Design pkt_proc_sched, sky130hd; sources not shown.
Figure 1. Cell density map (run 1).
Scale: 2 px per um. 14 x 14 tiles, from dark purple (low) to yellow (high), 0 to 100% covered.
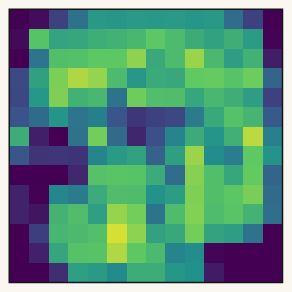
nearly empty tiles = 11%
mean over tiles = 48%
emptiest ninth of the die = middle left
starting density of the core: 40.62%
core utilization of the finished layout: 53.51%
area of the core region: 0.01712 mm2

Figure 2. Gate-type map (run 1).
Scale: 3 px per um.
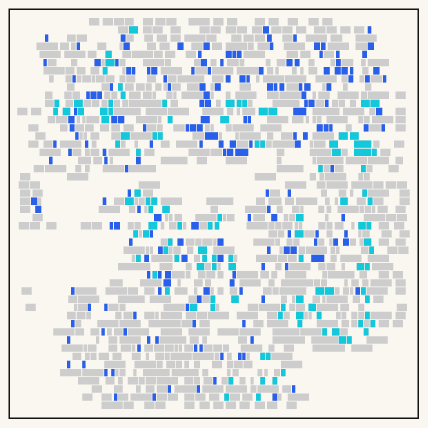
NOR gates -> blue  # cells 188, most used nor2_1, where spread over the die
inverting AOI/OAI gates -> cyan  # cells 110, most used a21oi_1
Layout Cells excl Fill: 1,212
most instantiated logic cell after routing: clkdlybuf4s50_1
multi-input gate share of the layout cell area: 45.37%

Figure 3. Port wiring (run 1).
Scale: 3 px per um.
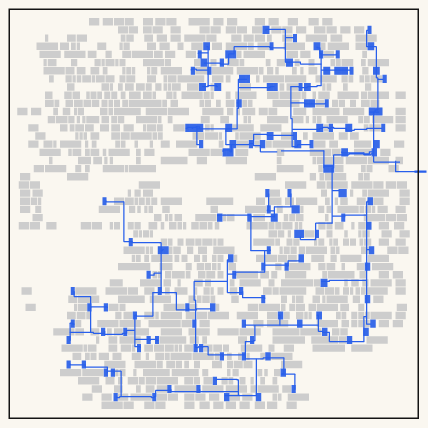
`reset` -> blue  # bits 1, direction input, end cells 132, buffers 2, wire 1,120 um
count of input and output buffers: 134
top-level I/O count: 135

Figure 4. Clock wiring as the flow saved it (run 1).
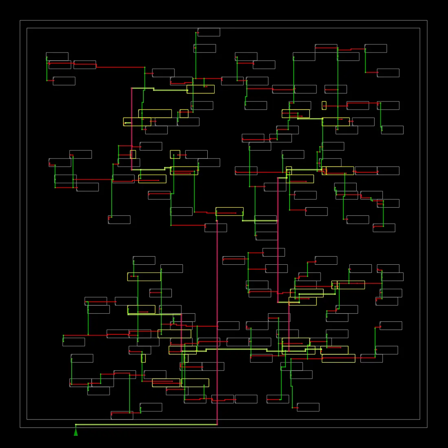
number of buffers created by CTS: 17
clock sink count: 126
Clock group: 1.64 mW

==> CHANGELOG.md, run 1 <==
### Physical design

- Outcome: finished, final reports clean
- Slew Limit Headroom: a little under half
- Highest-count cells in the layout ignoring fill and taps: clkdlybuf4s50_1, dfxtp_1, nor2_1
- Top area cell types: dfxtp_1, nor2_1, xor2_1, xnor2_1, mux2_2
- Placer Congestion: about 0.83
- Minimum clock period after layout: 3.637 ns
- Pre-CTS setup slack: roughly 0.12 ns
- Critical-path maximum fanout: 35
- Final Worst Setup Slack: about 0.53 ns
- Main flop type after synthesis: dfxtp_1
- Flops & latches, synth: between 100 and 150
- Area added between synthesis and finish: 31.73%
- DRC errors left: 0
- Worst r2r path cells: 8
- Post-layout period usage: 87.22%
- Kind of critical path: in -> reg
- Delay-heaviest family, CP: simple AND/OR/NAND/NOR gates
- DP HPWL: ~12,000 um
- Slack of the worst reg-to-reg path: ~0.77 ns
- Startpoint types: primary input
- Number of levels the H-tree was split into: 4
- Worst hold slack: 0.4911 ns
- Largest net degree at the start of global routing: around 76
- TritonCTS clock tree: done
- Post-synthesis cell type with the largest combined area: dfxtp_1
- Number of iterations in the first detailed-routing pass: 4
- Post-Synth XOR/XNOR Area: 8.314%
- Final Power: 3.228 mW
- Ys async rst share: 0%
- Cells traversed along the worst timing path: clkdlybuf4s50_1 -> or4_4 -> or4_1 -> o311ai_1 -> a31oi_1 -> or4_4 -> buf_12 -> nor4_2 -> mux2_1
- Finished Cell Area: 0.009159 mm2
- Die W: 135.8 um
- Number of cells in the design after placement: around 1,200
- Fraction of final layout cells with drive strength greater than 1: ~8.7%
- Count of buffer and inverter cells on the critical path: 2
- Number of warnings the tools reported: 28
- Quantity of hold-fixing buffers added after cts: 0
- Per-cell routed wire length: about 15 um
- GRT overflow: 0
- Via count of the first global-routing pass: ~5,800
- Longest Clk Path Bufs: 2
- Routed Antenna Nets: 0
- First-pass GRT wire length: 28,250 um
- Type of element capturing the critical path: register
- Worst min-delay path category: reg -> reg
- Post-synth area from yosys stat: 0.006953 mm2
- Most common cell in the netlist: dfxtp_1
- Number of fill cells in the layout: 1,598
- Number of instances resized during post-cts repair: 0
- Final Max Slew Viols: 0
- Total Nets Final: a little over 1,000
- Leakage power: 3.194 nW
- Synth Area per Inst: 8.132 um2
- Wirelength, routed: ~18,000 um
- Hold-critical path depth: 1
- Arrival time reported for the critical path endpoint: between 3 and 4 ns
- Chip Area: between 0.015 and 0.02 mm2
- Prevailing logic family in the synthesized netlist: simple AND/OR/NAND/NOR gates
- Via/cell ratio: 5.429
- Diodes inserted: 0
- Net count after synthesis: approximately 890
- Multiplexer share of the synthesized area: between 4 and 5%
- Cell type with the highest occurrence count on the critical path: or4_4
- Total number of yosys warnings: 0
- Number of core rows: approximately 48
- Synthesized-area fraction occupied by and/or/nand/nor cells: between 30% and 40%
- Summed negative setup slack over all endpoints: 0 ns
- Iter 0 DRT Violations: roughly 410
- Total cells reported by yosys after synthesis: 855
- Req. time, crit path: ~4.5 ns
- Count of library flops with an enable pin: 0
- Setup repair after global routing missed its margin: no
- Instance area after placement: roughly 0.0085 mm2
- Number of instances in the synthesized netlist: roughly 860
- Cell Pwr Density: 352.5 mW/mm2
- Max FFs per register: between 90 and 100
- Final hold violation count: 0
- Maximum VDD drop: just over 0.0003 V
- Y dimension of the die: approximately 140 um
- Worst-margin pin slew: slightly above 0.8 ns
- Most frequent cells after synthesis: dfxtp_1, nor2_1, nand2_1, nand3_1, clkbuf_1
- Number of maximum-capacitance violations: 0
- Yosys aoi share: a little under an eighth
- Number of distinct library cell variants in the gate-level netlist after synthesis: 63
- Worst-skew pair later-pin latency: about 0.42 ns
- Share of the yosys chip area belonging to registers: between 30% and 40%
- Highest clock rate: 274.9 MHz
- Root Buffer: clkbuf_16
- Clock transition at path regs: 0.06 ns
- Via total after detailed routing: about 6,600
- # Post-CTS Setup Buffers: 0
- Setup skew after layout: 0.007264 ns
- Cell depth of the worst setup path: 9
- Final tally of setup violations: 0
- Overall global routing resource usage: between 10% and 20%
- Initial antenna violation count: 0
- Library cell contributing the largest single delay on the critical path: or4_4
- Post-synth design cell area: 0.006953 mm2
- Yosys top cell area share: ~36%
- Peak per-stage delay on the critical path: about 0.57 ns
- Adders+Majority by Area: 1.440%
## run 1: layer usage
| metal | track usage, % | vias up | routed length, um |
|---|---|---|---|
| met1 | 25.14 | 3092 | 8373 |
| met2 | 30.61 | 148 | 8279 |
| met3 | 4.512 | 18 | 785 |
| li1 | - | 3322 | - |
| met5 | 0 | - | 0 |
| met4 | 5.556 | 0 | 212 |
## run 1: final cells by class
class,count,area [um2],share of cell area (%)
clock buffer,17,425.4,4.645
clock inverter,15,226.5,2.473
inverter,21,78.83,0.8607
multi-input combinational,660,4155,45.37
sequential,126,2522,27.54
tap,225,281.5,3.074
timing repair buffer,148,1469,16.04
## run 1: power breakdown
group	internal, mW	switching, mW
clock	1.11	0.534
sequential	1.22	0.0504
combinational	0.143	0.174
total	2.47	0.758
==> run 2, diff against run 1 <==
- CTS_CLUSTER_DIAMETER: not set -> 120
- PLACE_DENSITY: 0.73 -> 0.75
Figure 5. Clock wiring as the flow saved it (run 2).
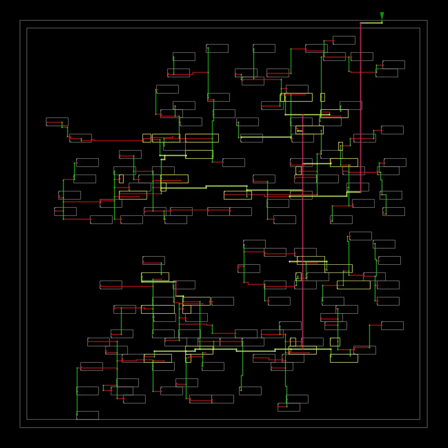
worst-skew pair later-pin latency: 0.41 ns
flip-flops: 126
count of clock-net buffers in the final layout: 17
setup skew after layout: 0.006392 ns
Clock group: 1.46 mW

Figure 6. Sequential cells grouped by signal name (run 2).
Scale: 3 px per um. Other sequential cells in the stronger grey, the rest of the logic in the fainter grey.
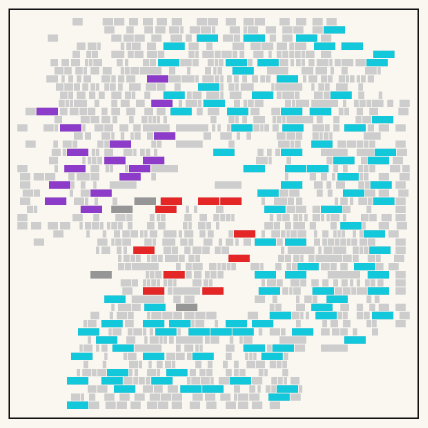
`u_stats.g_cnt.r_count` -> cyan  # sequential cells 96, where spread over the die
`r_tmo_cnt` -> purple  # sequential cells 16
`r_word_cnt` -> red  # sequential cells 10, where centre
not coloured = 4
power in sequential cells: 1.27 mW
core utilization of the finished layout: 53.11%
Sequential Area: 0.002522 mm2
Seq area share: 27.75%

==> run 2 against run 1 <==
Synthesized area unchanged. First-iteration DRC count increased by 11%. Largest power group unchanged. Via count increased by 2.5%. Maximum frequency decreased by 1.7%. Synthesized cell count unchanged. Worst hold slack got worse by 0.0028 ns. Cell count unchanged. Critical path depth unchanged.
==> CHANGELOG.md, run 2 <==
### Physical design

- Synth Area per Inst: 8.132 um2 (unchanged)
- Total cells reported by yosys after synthesis: 855 (unchanged)
- TritonCTS clock tree: done
- Worst hold slack: 0.4883 ns (-0.002821 ns)
- Delay-heaviest family, CP: simple AND/OR/NAND/NOR gates
- Ys async rst share: 0% (unchanged)
- Share of the yosys chip area belonging to registers: 36.28% (unchanged)
- Number of cells in the design after placement: 1,180 (unchanged)
- Clock network area share: 6.373% (-0.74 points)
- DP HPWL: 12,500 um (+1.3%)
- Slack of the worst reg-to-reg path: 0.69 ns (-0.08 ns)
- Finished Cell Area: 0.009090 mm2 (-0.75%)
- Post-layout period usage: 88.71% (+1.5 points)
- GRT overflow: 0 (unchanged)
- Setup repair after global routing missed its margin: no
- Iter 0 DRT Violations: 454 (+11%)
- First-pass GRT wire length: 29,040 um (+2.8%)
- Share of total power consumed by net switching: 24.97% (+1.5 points)
- Number of fill cells in the layout: 1,625 (+1.7%)
- Cell Pwr Density: 335.7 mW/mm2 (-4.8%)
- Net count after synthesis: 894 (unchanged)
- Startpoint types: primary input
- Count of input and output buffers: 134 (unchanged)
- Y dimension of the die: 135.8 um (unchanged)
- Pre-CTS setup slack: 0.06556 ns (-0.05815 ns)
- Non-clock inverters: 21 (unchanged)
- # Post-CTS Setup Buffers: 0 (unchanged)
- Worst-margin pin slew: 0.8319 ns (+0.01506 ns)
- Peak per-stage delay on the critical path: 0.64 ns (+0.07 ns)
- Cells traversed along the worst timing path: clkdlybuf4s50_1 -> or4_4 -> or4_1 -> o311ai_1 -> a31oi_1 -> or4_4 -> buf_12 -> nor3_1 -> mux2_2
- Hold-critical path depth: 2 (+1)
- Quantity of hold-fixing buffers added after cts: 0 (unchanged)
- Post-synth area from yosys stat: 0.006953 mm2 (unchanged)
- Arrival time reported for the critical path endpoint: 4.00 ns (+0.06 ns)
- Worst r2r path cells: 7 (-1)
- Longest Clk Path Bufs: 2 (unchanged)
- Total Nets Final: 1,013 (unchanged)
- Number of warnings the tools reported: 28 (unchanged)
- Per-cell routed wire length: 14.71 um (+1.0%)
- Combinational Power: 0.322 mW (+2%)
- Logic gate share of total power: 10.5% (+0.7 points)
- Highest-count cells in the layout ignoring fill and taps: clkdlybuf4s50_1, dfxtp_1, nor2_1
- Combinational gates: 660 (unchanged)
- Starting density of the core: 40.62% (unchanged)
- Number of core rows: 48 (unchanged)
- Yosys top cell area share: 36.28% (unchanged)
- Root Buffer: clkbuf_16
- Clock transition at path regs: 0.06 ns (about the same)
- Met2 capacity usage during global routing: 31.17% (+0.56 points)
- DRC errors left: 0 (unchanged)
- Minimum clock period after layout: 3.699 ns (+0.06219 ns)
- Number of iterations in the first detailed-routing pass: 5 (+1)
- Final Worst Setup Slack: 0.4706 ns (-0.06219 ns)
- Wirelength, routed: 17,830 um (+1.0%)
- Initial antenna violation count: 0 (unchanged)
- Flops & latches, synth: 126 (unchanged)
- Via count of the first global-routing pass: 6,023 (+3.4%)
- Number of instances resized during post-cts repair: 0 (unchanged)
- Global routing usage on met1: 25.44% (+0.30 points)
- Number of instances in the synthesized netlist: 855 (unchanged)
- Critical-path maximum fanout: 26 (-26%)
- Chip Area: 0.01845 mm2 (unchanged)
- Maximum VDD drop: 0.0002907 V (-5.6%)
- Placer Congestion: 0.8691 (+5.0%)
- Via total after detailed routing: 6,746 (+2.5%)
- Slew Limit Headroom: 44.54% (-1.0 points)
- Clock sink count: 126 (unchanged)
- Leakage power: 3.156 nW (-1.2%)
- Routed length on met1: 8167 um (-2.5%)
- Layout Cells excl Fill: 1,212 (unchanged)
- Post-synthesis cell type with the largest combined area: dfxtp_1
- Top-level I/O count: 135 (unchanged)
- Clock network fraction of design power: 47.9% (-3.0 points)
- Summed negative setup slack over all endpoints: 0 ns (unchanged)
- Tapcell count: 225 (unchanged)
- Most instantiated logic cell after routing: clkdlybuf4s50_1
- Count of library flops with an enable pin: 0 (unchanged)
- Fraction of final layout cells with drive strength greater than 1: 8.815% (+0.10 points)
- Max FFs per register: 96 (unchanged)
- Number of maximum-capacitance violations: 0 (unchanged)
- Routing usage on met3: 4.623% (+0.11 points)
- Multi-input combinational cell area: 0.004159 mm2 (about the same)
- Highest layer used for signal routing: met4
- Outcome: finished, final reports clean
- Routed Antenna Nets: 0 (unchanged)
- Largest Pwr Group: the clock network
- Largest net degree at the start of global routing: 80 (+5.3%)
- Number of ordinary and repair buffers in the finished layout: 148 (unchanged)
- Count of buffer and inverter cells on the critical path: 2 (unchanged)
- Share of power burned in registers: 41.6% (+2.3 points)
- Cell depth of the worst setup path: 9 (unchanged)
- Number of levels the H-tree was split into: 4 (unchanged)
- Kind of critical path: in -> reg
- Final hold violation count: 0 (unchanged)
- Met3 Wirelength: 908 um (+16%)
- Main flop type after synthesis: dfxtp_1
- Overall global routing resource usage: 19.20% (+0.27 points)
- Most common cell in the netlist: dfxtp_1
- Type of element capturing the critical path: register
- Final Max Slew Viols: 0 (unchanged)
- Internal power summed over all cells: 2.290 mW (-7.3%)
- Switching power of the nets: 0.7618 mW (+0.50%)
- Number of buffers created by CTS: 17 (unchanged)
- Area added between synthesis and finish: 30.74%
==> run 2: cell types whose count changed in the layout (fill, tap and decap cells not counted) <==
| cell | delta |
|---|---|
| clkinvlp_4 | +1 |
| nor2b_2 | +1 |
| inv_1 | -1 |
| nand3_1 | +1 |
| clkinv_2 | +2 |
| bufinv_16 | -3 |
| nor4_2 | +1 |
| nand3_2 | -1 |
| nor4_1 | -1 |
| nor2b_1 | -1 |
| clkinv_1 | +1 |
==> run 2: cells by family after synthesis <==
kind of cell	count (synthesis)	share of synthesized area (%)
buffers and inverters	69	4.031
multiplexers	31	4.913
AND/OR/NAND/NOR	432	33.40
adder cells (fa/ha/maj)	8	1.440
flip-flops	126	36.28
XOR/XNOR	66	8.314
AND-OR/OR-AND	123	11.63
Power figures rest on the tool's default switching activity, not on a simulated workload.
